==> run_1/met4.png <==
Scale bar: 20 µm. Supply wires on this layer in grey. Cells faint in the background.
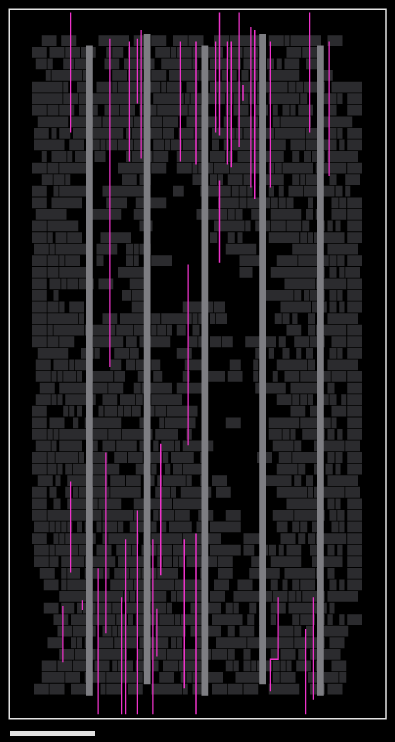
==> run_1/final_congestion.png <==
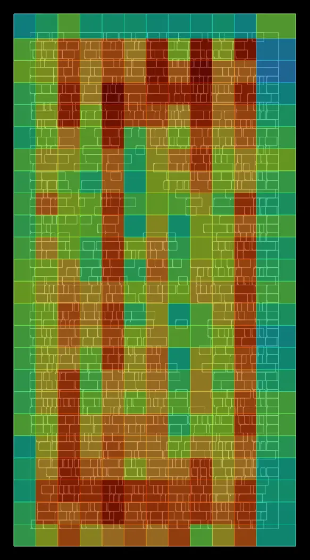
==> run_1/met1.png <==
Supply wires on this layer in grey.
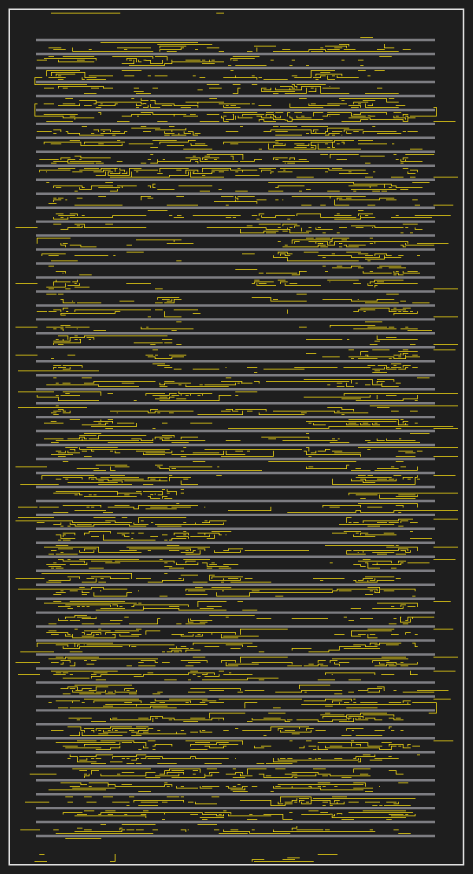
==> run_1/cell_classes.png <==
Scale bar: 20 µm. Fill, decap, tap and diode cells in grey.
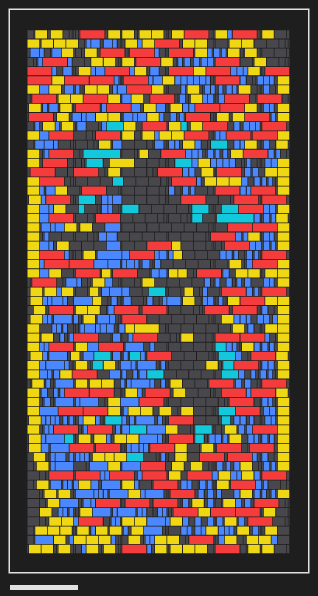
`config.mk`:
```
export PLATFORM = sky130hd
export DESIGN_NAME = mem_port_arbiter_flat
export DESIGN_NICKNAME = d
export VERILOG_FILES = /design/src/rtl/mem_port_arbiter_if.sv /design/src/rtl/mem_port_arbiter.sv /design/src/flat_wrapper.sv
export SDC_FILE = /design/constraint.sdc
export NUM_CORES = 1
export LEC_CHECK = 0
export ABC_CLOCK_PERIOD_IN_PS = 3600
export CORE_ASPECT_RATIO = 2
export CORE_MARGIN = 5
export CORE_UTILIZATION = 46
export CTS_BUF_LIST = sky130_fd_sc_hd__clkbuf_2 sky130_fd_sc_hd__clkbuf_4 sky130_fd_sc_hd__clkbuf_8
export DETAILED_ROUTE_END_ITERATION = 12
export PLACE_DENSITY = 0.95
export SLEW_MARGIN = 10
export SYNTH_ARGS = -nofsm -noshare
export SYNTH_HDL_FRONTEND = slang
export SYNTH_SLANG_ARGS = --single-unit
```
`constraint.sdc`:
```
create_clock -name clk -period 3.6 [get_ports clk]
set_input_delay 0.72 -clock clk [delete_from_list [all_inputs] [get_ports clk]]
set_output_delay 0.72 -clock clk [all_outputs]
set_load 0.01 [all_outputs]
```
`src/rtl/mem_port_arbiter_if.sv`:
```
// Bundle of the fetch port, load/store port and memory-side signals of
// mem_port_arbiter. The arbiter uses the slave view; the CPU/memory
// environment uses the master view.
interface mem_port_arbiter_if;
   logic        if_req;
   logic [31:0] if_addr;
   logic [31:0] if_rdata;
   logic        if_ack;
   logic        if_err;
   logic        dm_req;
   logic        dm_we;
   logic [31:0] dm_addr;
   logic [31:0] dm_wdata;
   logic [31:0] dm_rdata;
   logic        dm_ack;
   logic        dm_err;
   logic [31:0] mem_dir;
   logic [31:0] mem_data_in;
   logic        mem_rd;
   logic        mem_wd;
   logic [31:0] mem_data_out;

   modport slave (
      input  if_req, if_addr, dm_req, dm_we, dm_addr, dm_wdata, mem_data_out,
      output if_rdata, if_ack, if_err, dm_rdata, dm_ack, dm_err,
             mem_dir, mem_data_in, mem_rd, mem_wd
   );

   modport master (
      output if_req, if_addr, dm_req, dm_we, dm_addr, dm_wdata, mem_data_out,
      input  if_rdata, if_ack, if_err, dm_rdata, dm_ack, dm_err,
             mem_dir, mem_data_in, mem_rd, mem_wd
   );
endinterface

```
`src/rtl/mem_port_arbiter.sv`:
```
// Arbiter sharing one unified memory between the fetch (IF) and load/store
// (DM) ports. Each access is a fixed IDLE -> ACCESS -> RESP sequence, so the
// memory strobes are single-cycle and the ack lands in the RESP cycle.
// DM has priority, but IF is forced through after STARVE_MAX consecutive DM
// grants taken while IF was waiting.
module mem_port_arbiter #(
   parameter logic [31:0] BASE_ADDR  = 32'h0040_0000,
   parameter int unsigned DEPTH      = 64,
   parameter int unsigned STARVE_MAX = 3
) (
   input logic               clk,
   input logic               rst_n,
   mem_port_arbiter_if.slave bus
);

   localparam int unsigned CNT_W   = (STARVE_MAX < 1) ? 1 : $clog2(STARVE_MAX + 1);
   localparam logic [32:0] LO_ADDR = {1'b0, BASE_ADDR};
   // 33-bit end bound so a range reaching the top of the address space cannot wrap
   localparam logic [32:0] HI_ADDR = LO_ADDR + 33'(DEPTH) * 33'd4;

   typedef enum logic [1:0] {IDLE, ACCESS, RESP} state_t;

   state_t             state;
   logic [CNT_W-1:0]   starve_cnt;
   logic               lat_dm;
   logic               lat_we;
   logic               lat_err;

   logic               force_if;
   logic               pick_dm;
   logic               pick_if;
   logic [31:0]        sel_addr;
   logic               sel_err;
   logic               sel_we;
   logic [31:0]        resp_data;

   function automatic logic addr_err(input logic [31:0] a);
      return ({1'b0, a} < LO_ADDR) || ({1'b0, a} >= HI_ADDR) || (a[1:0] != 2'b00);
   endfunction

   // Winner selection and address check for the current IDLE cycle, plus
   // the read data that will be returned in RESP.
   always_comb begin
      force_if  = (starve_cnt == CNT_W'(STARVE_MAX)) && bus.if_req;
      pick_dm   = bus.dm_req && !force_if;
      pick_if   = bus.if_req && !pick_dm;
      sel_addr  = pick_dm ? bus.dm_addr : bus.if_addr;
      sel_we    = pick_dm && bus.dm_we;
      sel_err   = addr_err(sel_addr);
      resp_data = (lat_err || lat_we) ? '0 : bus.mem_data_out;
   end

   // Transaction FSM with all port and memory outputs registered.
   always_ff @(posedge clk) begin
      if (!rst_n) begin
         state           <= IDLE;
         starve_cnt      <= '0;
         lat_dm          <= 1'b0;
         lat_we          <= 1'b0;
         lat_err         <= 1'b0;
         bus.if_ack      <= 1'b0;
         bus.if_err      <= 1'b0;
         bus.if_rdata    <= '0;
         bus.dm_ack      <= 1'b0;
         bus.dm_err      <= 1'b0;
         bus.dm_rdata    <= '0;
         bus.mem_dir     <= '0;
         bus.mem_data_in <= '0;
         bus.mem_rd      <= 1'b0;
         bus.mem_wd      <= 1'b0;
      end else begin
         bus.if_ack <= 1'b0;
         bus.dm_ack <= 1'b0;
         case (state)
            IDLE: begin
               if (pick_dm || pick_if) begin
                  state           <= ACCESS;
                  lat_dm          <= pick_dm;
                  lat_we          <= sel_we;
                  lat_err         <= sel_err;
                  bus.mem_dir     <= sel_addr;
                  bus.mem_data_in <= pick_dm ? bus.dm_wdata : '0;
                  bus.mem_rd      <= !sel_err && !sel_we;
                  bus.mem_wd      <= !sel_err && sel_we;
               end
               if (!bus.if_req || pick_if)
                  starve_cnt <= '0;
               else if (pick_dm && (starve_cnt != CNT_W'(STARVE_MAX)))
                  starve_cnt <= starve_cnt + 1'b1;
            end
            ACCESS: begin
               state      <= RESP;
               bus.mem_rd <= 1'b0;
               bus.mem_wd <= 1'b0;
               if (lat_dm) begin
                  bus.dm_ack   <= 1'b1;
                  bus.dm_err   <= lat_err;
                  bus.dm_rdata <= resp_data;
               end else begin
                  bus.if_ack   <= 1'b1;
                  bus.if_err   <= lat_err;
                  bus.if_rdata <= resp_data;
               end
            end
            RESP:    state <= IDLE;
            default: state <= IDLE;
         endcase
      end
   end

endmodule

```
`src/flat_wrapper.sv`:
```
// flat-port wrapper written by rule: the top's interface ports become plain ports
module mem_port_arbiter_flat 
#(
   parameter logic [31:0] BASE_ADDR  = 32'h0040_0000,
   parameter int unsigned DEPTH      = 64,
   parameter int unsigned STARVE_MAX = 3
)
  (clk, rst_n, bus_if_req, bus_if_addr, bus_dm_req, bus_dm_we, bus_dm_addr, bus_dm_wdata, bus_mem_data_out, bus_if_rdata, bus_if_ack, bus_if_err, bus_dm_rdata, bus_dm_ack, bus_dm_err, bus_mem_dir, bus_mem_data_in, bus_mem_rd, bus_mem_wd);
  mem_port_arbiter_if bus_i ();
  input logic clk;
  input logic rst_n;
  input wire logic [$bits(bus_i.if_req)-1:0] bus_if_req;
  input wire logic [$bits(bus_i.if_addr)-1:0] bus_if_addr;
  input wire logic [$bits(bus_i.dm_req)-1:0] bus_dm_req;
  input wire logic [$bits(bus_i.dm_we)-1:0] bus_dm_we;
  input wire logic [$bits(bus_i.dm_addr)-1:0] bus_dm_addr;
  input wire logic [$bits(bus_i.dm_wdata)-1:0] bus_dm_wdata;
  input wire logic [$bits(bus_i.mem_data_out)-1:0] bus_mem_data_out;
  output wire logic [$bits(bus_i.if_rdata)-1:0] bus_if_rdata;
  output wire logic [$bits(bus_i.if_ack)-1:0] bus_if_ack;
  output wire logic [$bits(bus_i.if_err)-1:0] bus_if_err;
  output wire logic [$bits(bus_i.dm_rdata)-1:0] bus_dm_rdata;
  output wire logic [$bits(bus_i.dm_ack)-1:0] bus_dm_ack;
  output wire logic [$bits(bus_i.dm_err)-1:0] bus_dm_err;
  output wire logic [$bits(bus_i.mem_dir)-1:0] bus_mem_dir;
  output wire logic [$bits(bus_i.mem_data_in)-1:0] bus_mem_data_in;
  output wire logic [$bits(bus_i.mem_rd)-1:0] bus_mem_rd;
  output wire logic [$bits(bus_i.mem_wd)-1:0] bus_mem_wd;
  assign bus_i.if_req = bus_if_req;
  assign bus_i.if_addr = bus_if_addr;
  assign bus_i.dm_req = bus_dm_req;
  assign bus_i.dm_we = bus_dm_we;
  assign bus_i.dm_addr = bus_dm_addr;
  assign bus_i.dm_wdata = bus_dm_wdata;
  assign bus_i.mem_data_out = bus_mem_data_out;
  assign bus_if_rdata = bus_i.if_rdata;
  assign bus_if_ack = bus_i.if_ack;
  assign bus_if_err = bus_i.if_err;
  assign bus_dm_rdata = bus_i.dm_rdata;
  assign bus_dm_ack = bus_i.dm_ack;
  assign bus_dm_err = bus_i.dm_err;
  assign bus_mem_dir = bus_i.mem_dir;
  assign bus_mem_data_in = bus_i.mem_data_in;
  assign bus_mem_rd = bus_i.mem_rd;
  assign bus_mem_wd = bus_i.mem_wd;
  mem_port_arbiter #(.BASE_ADDR(BASE_ADDR), .DEPTH(DEPTH), .STARVE_MAX(STARVE_MAX)) u_core (.clk(clk), .rst_n(rst_n), .bus(bus_i));
endmodule
```
==> flow_metrics.env, run 1 <==
# physical design summary
export IMPL_status="finished, final reports clean"
export IMPL_coreArea_mm2=0.0121
export IMPL_tightestPinTransition_ns=0.704
export IMPL_grt_pass1_vias=5796
export IMPL_slew_viol_final=0
export IMPL_cp_num_cells=5
export IMPL_async_flop_share_pct=0
export IMPL_drc_errors=0
export IMPL_top_area_share_pct=50.2
export IMPL_rr_endpoint="u_core.bus.mem_dir[3]"
export IMPL_yosys_area_share_simple_pct=23.9
export IMPL_p_seq_mw=1.71
export IMPL_grt_pass1_wl_um=30000
export IMPL_peakVddDrop_mv=0.394
export IMPL_topRoutingLayerUsed="met4"
export IMPL_grt_max_degree=72
export IMPL_switching_share_pct=28.2
export IMPL_final_nets=1027
export IMPL_aoi_share_pct=20.3
export IMPL_avgSynthCellArea_um2=8.64
export IMPL_finalPower_mw=3.75
export IMPL_crit_path_end="u_core.bus.mem_dir[1]"
export IMPL_clock_latency_late_pin_ns=0.43
export IMPL_hold_viol_final=0
export IMPL_crit_family="buffers and inverters"
export IMPL_ys_ff=141
export IMPL_regArea_mm2=0.00282
export IMPL_clockBufferDepth=2
export IMPL_path_cells="clkdlybuf4s50_1 -> a21bo_1 -> buf_4 -> nand2_1 -> a311oi_2"
export IMPL_ff2ff_path_depth=5
export IMPL_min_path_type="reg -> reg"
export IMPL_ioPinCount=267
export IMPL_diodes=1
export IMPL_warning_count=26
export IMPL_setup_violations=0
export IMPL_p_comb_mw=0.782
export IMPL_gp_congestion=0.854
export IMPL_fp_row_count=57
export IMPL_lay_top_count="clkdlybuf4s50_1"
export IMPL_skew_ns=0.0148
export IMPL_cts_tree="yes"
export IMPL_place_hpwl_um=14300
export IMPL_post_cts_resized=0
export IMPL_critical_path_startpoint="bus_if_req"
export IMPL_nonClkBufAreaFrac_pct=32.1
export IMPL_syn2layout_area_growth_pct=54.8
export IMPL_finalNonFillerCells=1053
export IMPL_leakage_nw=3.08
export IMPL_io_buffers=266
export IMPL_fin_hold_ws_ns=0.456
export IMPL_sh_comb_area_pct=28.8
export IMPL_yosys_most_used_dff="dfxtp_1"
export IMPL_cp_max_fo=19
export IMPL_yosysTopAreaCell="dfxtp_1"
export IMPL_comb_cells=452
export IMPL_worstSetupStartpointType="primary input"
export IMPL_power_density_mw_per_mm2=431
export IMPL_cp_required_ns=3.92
export IMPL_end_kind="flop"
export IMPL_first_pass_iters=5
export IMPL_drtIter0Drc=271
export IMPL_n_fill_cell=858
export IMPL_sh_seq_area_pct=32.4
export IMPL_layout_top_cells="266 x clkdlybuf4s50_1, 141 x dfxtp_1, 137 x nand2_1, 71 x nor2_1, 70 x a21oi_1"
export IMPL_switching_power_mw=1.06
export IMPL_arrival_ns=2.73
export IMPL_clk_power_mw=1.26
export IMPL_yosysMostFrequentCell="dfxtp_1"
export IMPL_syn_num_nets=785
export IMPL_synthMuxAreaShare_pct=0
export IMPL_ff_count=141
export IMPL_grt_use_total_pct=26.3
-- met4.png (at the start) --
share of all routed wire: 5.5%
nets with wire on the layer: 34
main direction: vertical
wire length on this layer: 1060 µm
longest straight run: 76.8 µm
detailed-route via count: 5778
routed wire length: 19300 µm

-- final_congestion.png (at the start) --
routing usage on met3: 5.91%
met2 usage: 46.8%

-- met1.png (at the start) --
nets with wire on the layer: 892
main direction: horizontal
wire length on this layer: 6640 µm
share of all routed wire: 34%
met1 Resource Use GR: 26.6%

-- cell_classes.png (at the start) --
[blue] all other logic | cells: 453
[cyan] clock drivers and dummy loads | cells: 31
[yellow] other buffers and delay cells | cells: 280
[red] flip-flops | cells: 141

==> run 2: changes to the inputs <==
--- a/config.mk
+++ b/config.mk
@@ -5,13 +5,13 @@
 export SDC_FILE = /design/constraint.sdc
 export NUM_CORES = 1
 export LEC_CHECK = 0
-export ABC_CLOCK_PERIOD_IN_PS = 3600
+export ABC_CLOCK_PERIOD_IN_PS = 2000
 export CORE_ASPECT_RATIO = 2
 export CORE_MARGIN = 5
-export CORE_UTILIZATION = 46
+export CORE_UTILIZATION = 38
 export CTS_BUF_LIST = sky130_fd_sc_hd__clkbuf_2 sky130_fd_sc_hd__clkbuf_4 sky130_fd_sc_hd__clkbuf_8
 export DETAILED_ROUTE_END_ITERATION = 12
-export PLACE_DENSITY = 0.95
+export PLACE_DENSITY = 0.85
 export SLEW_MARGIN = 10
 export SYNTH_ARGS = -nofsm -noshare
 export SYNTH_HDL_FRONTEND = slang
==> constraint.sdc (replaced) <==
create_clock -name clk -period 2 [get_ports clk]
set_input_delay 0.4 -clock clk [delete_from_list [all_inputs] [get_ports clk]]
set_output_delay 0.4 -clock clk [all_outputs]
set_load 0.01 [all_outputs]
==> run_2/met1.png <==
Supply wires on this layer in grey.
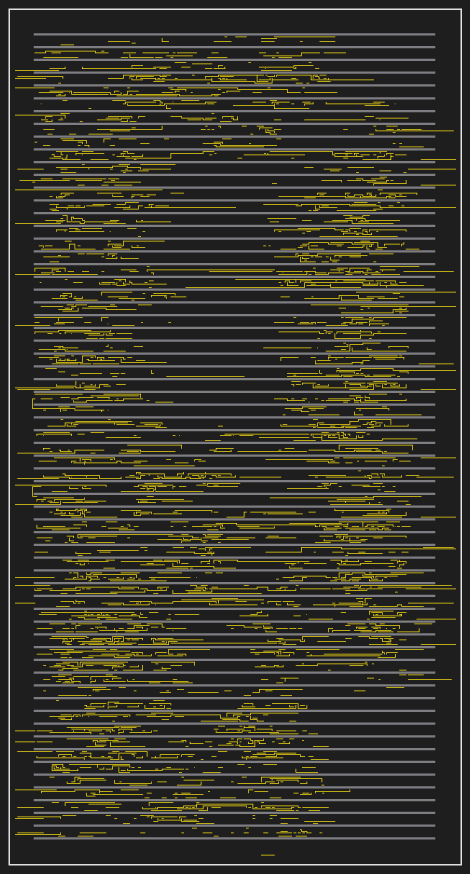
nets with wire on the layer: 865
longest straight run: 31.3 µm
main direction: horizontal

==> run_2/met4.png <==
Scale bar: 20 µm. Supply wires on this layer in grey. Cells faint in the background.
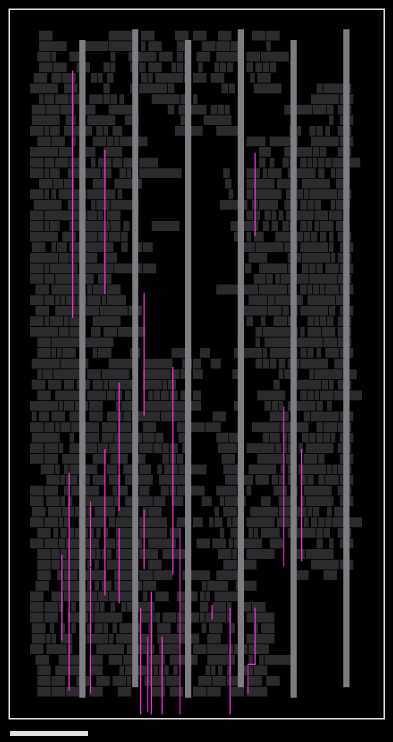
main direction: vertical
longest straight run: 63.2 µm
share of all routed wire: 3.7%
wire length on this layer: 704 µm
routed wire length: 19200 µm
detailed-route via count: 5909

==> run 2 against run 1 <==
  * Global-route usage decreased by 4.1 points
  * First-iteration DRC count fell by 21%
  * Critical endpoint is now bus_mem_dir[19]
  * Clock skew about the same
  * Critical path type is now reg -> out
  * Area after synthesis did not move
  * Sequential power rose by about 80%
  * Clock power rose by 84%
  * Synthesized cell count did not move
  * Hold slack worse by 0.0017 ns
  * Sequential share of layout area down 0.94 points
  * Via count rose by 2.3%
  * Setup slack got worse by 1.0 ns
==> flow_metrics.env, run 2 <==
# physical design summary
export IMPL_status="finished, final reports clean"
export IMPL_crit_path_end="bus_mem_dir[19]"
export IMPL_warning_count=26
export IMPL_yosysMostFrequentCell="dfxtp_1"
export IMPL_first_pass_iters=5
export IMPL_lay_top_count="clkdlybuf4s50_1"
export IMPL_regArea_mm2=0.00282
export IMPL_aoi_share_pct=20.3
export IMPL_rsz0062_at_grt="false"
export IMPL_grt_max_degree=68
export IMPL_peakVddDrop_mv=0.544
export IMPL_yosysTopAreaCell="dfxtp_1"
export IMPL_grt_pass1_vias=6145
export IMPL_fp_row_count=63
export IMPL_clockBufferDepth=2
export IMPL_timing_fmax_ghz=0.550
export IMPL_fin_hold_ws_ns=0.454
export IMPL_gp_congestion=0.857
export IMPL_syn2layout_area_growth_pct=59.5
export IMPL_leakage_nw=3.17
export IMPL_coreArea_mm2=0.0147
export IMPL_htree_levels=4
export IMPL_finalNonFillerCells=1115
export IMPL_comb_cells=452
export IMPL_yosys_area_mm2=0.00562
export IMPL_finalPower_mw=6.88
export IMPL_rr_endpoint="u_core.bus.mem_dir[15]"
export IMPL_n_fill_cell=1255
export IMPL_topCombFamilyByArea="simple AND/OR/NAND/NOR gates"
export IMPL_cp_max_fo=2
export IMPL_p_comb_mw=1.48
export IMPL_met2_usage_pct=35.7
export IMPL_path_cells="clkdlybuf4s50_1"
export IMPL_synth_edff_count=0
export IMPL_switching_share_pct=29.1
export IMPL_taps=195
export IMPL_fp_dieH_um=182
export IMPL_ys_ff=141
export IMPL_cts_tree="yes"
export IMPL_p_seq_mw=3.07
export IMPL_ioPinCount=267
export IMPL_cp_required_ns=1.60
export IMPL_end_kind="primary output"
export IMPL_topRoutingLayerUsed="met4"
export IMPL_grt_pass1_wl_um=30300
export IMPL_power_density_mw_per_mm2=767
export IMPL_cp_num_cells=1
export IMPL_ys_sh_xor_pct=0
export IMPL_nonClkBufAreaFrac_pct=33.4
export IMPL_post_cts_buffers=0
export IMPL_ff2ff_path_depth=5
export IMPL_hold_end="u_core.bus.dm_rdata[9]"
export IMPL_diodes=1
export IMPL_grt_use_total_pct=22.2
export IMPL_synthesis_area_mm2=0.00562
export IMPL_ff_count=141
export IMPL_sh_comb_area_pct=27.9
export IMPL_place_hpwl_um=14500
export IMPL_path_buffers=1
export IMPL_clock_latency_late_pin_ns=0.45
export IMPL_drtIter0Drc=213
export IMPL_final_cell_area_mm2=0.00896
export IMPL_clkTransAtPathRegs_ns=0.08
export IMPL_synthMuxAreaShare_pct=0
export IMPL_final_util_pct=61.1
export IMPL_n_all_buffers=293
export IMPL_async_flop_share_pct=0
export IMPL_setup_violations=0
export IMPL_slowest_delay_ns=0.57
export IMPL_layout_top_cells="266 x clkdlybuf4s50_1, 141 x dfxtp_1, 137 x nand2_1, 71 x nor2_1, 70 x a21oi_1"
export IMPL_crit_family="buffers and inverters"
export IMPL_clockRootBuffer="clkbuf_8"
export IMPL_syn_num_nets=785
export IMPL_tightestPinTransition_ns=0.543
export IMPL_clk_power_mw=2.32
export IMPL_slew_viol_final=0
export IMPL_grtUsageMet1_pct=23.3
export IMPL_yosysWarnings=0
export IMPL_drc_errors=0
export IMPL_post_cts_resized=0
export IMPL_min_path_type="reg -> reg"
export IMPL_top_area_share_pct=50.2
export IMPL_use_met3_pct=11.4
export IMPL_wl_per_cell_um=17.3
export IMPL_avgViaCountPerCell=5.30
export IMPL_arrival_ns=1.42
export IMPL_sh_seq_area_pct=31.5
export IMPL_antenna_found_initial=1
export IMPL_hold_viol_final=0
export IMPL_skew_ns=0.0151
export IMPL_yosys_most_used_dff="dfxtp_1"
export IMPL_pwr_share_seq_pct=44.7
export IMPL_critical_path_startpoint="u_core.bus.mem_dir[19]"
export IMPL_switching_power_mw=2.00
export IMPL_avgSynthCellArea_um2=8.64
export IMPL_worstSetupStartpointType="flop"
export IMPL_io_buffers=266
export IMPL_yosys_area_share_simple_pct=23.9
export IMPL_final_nets=1040
Power and IR drop assume default switching activity.
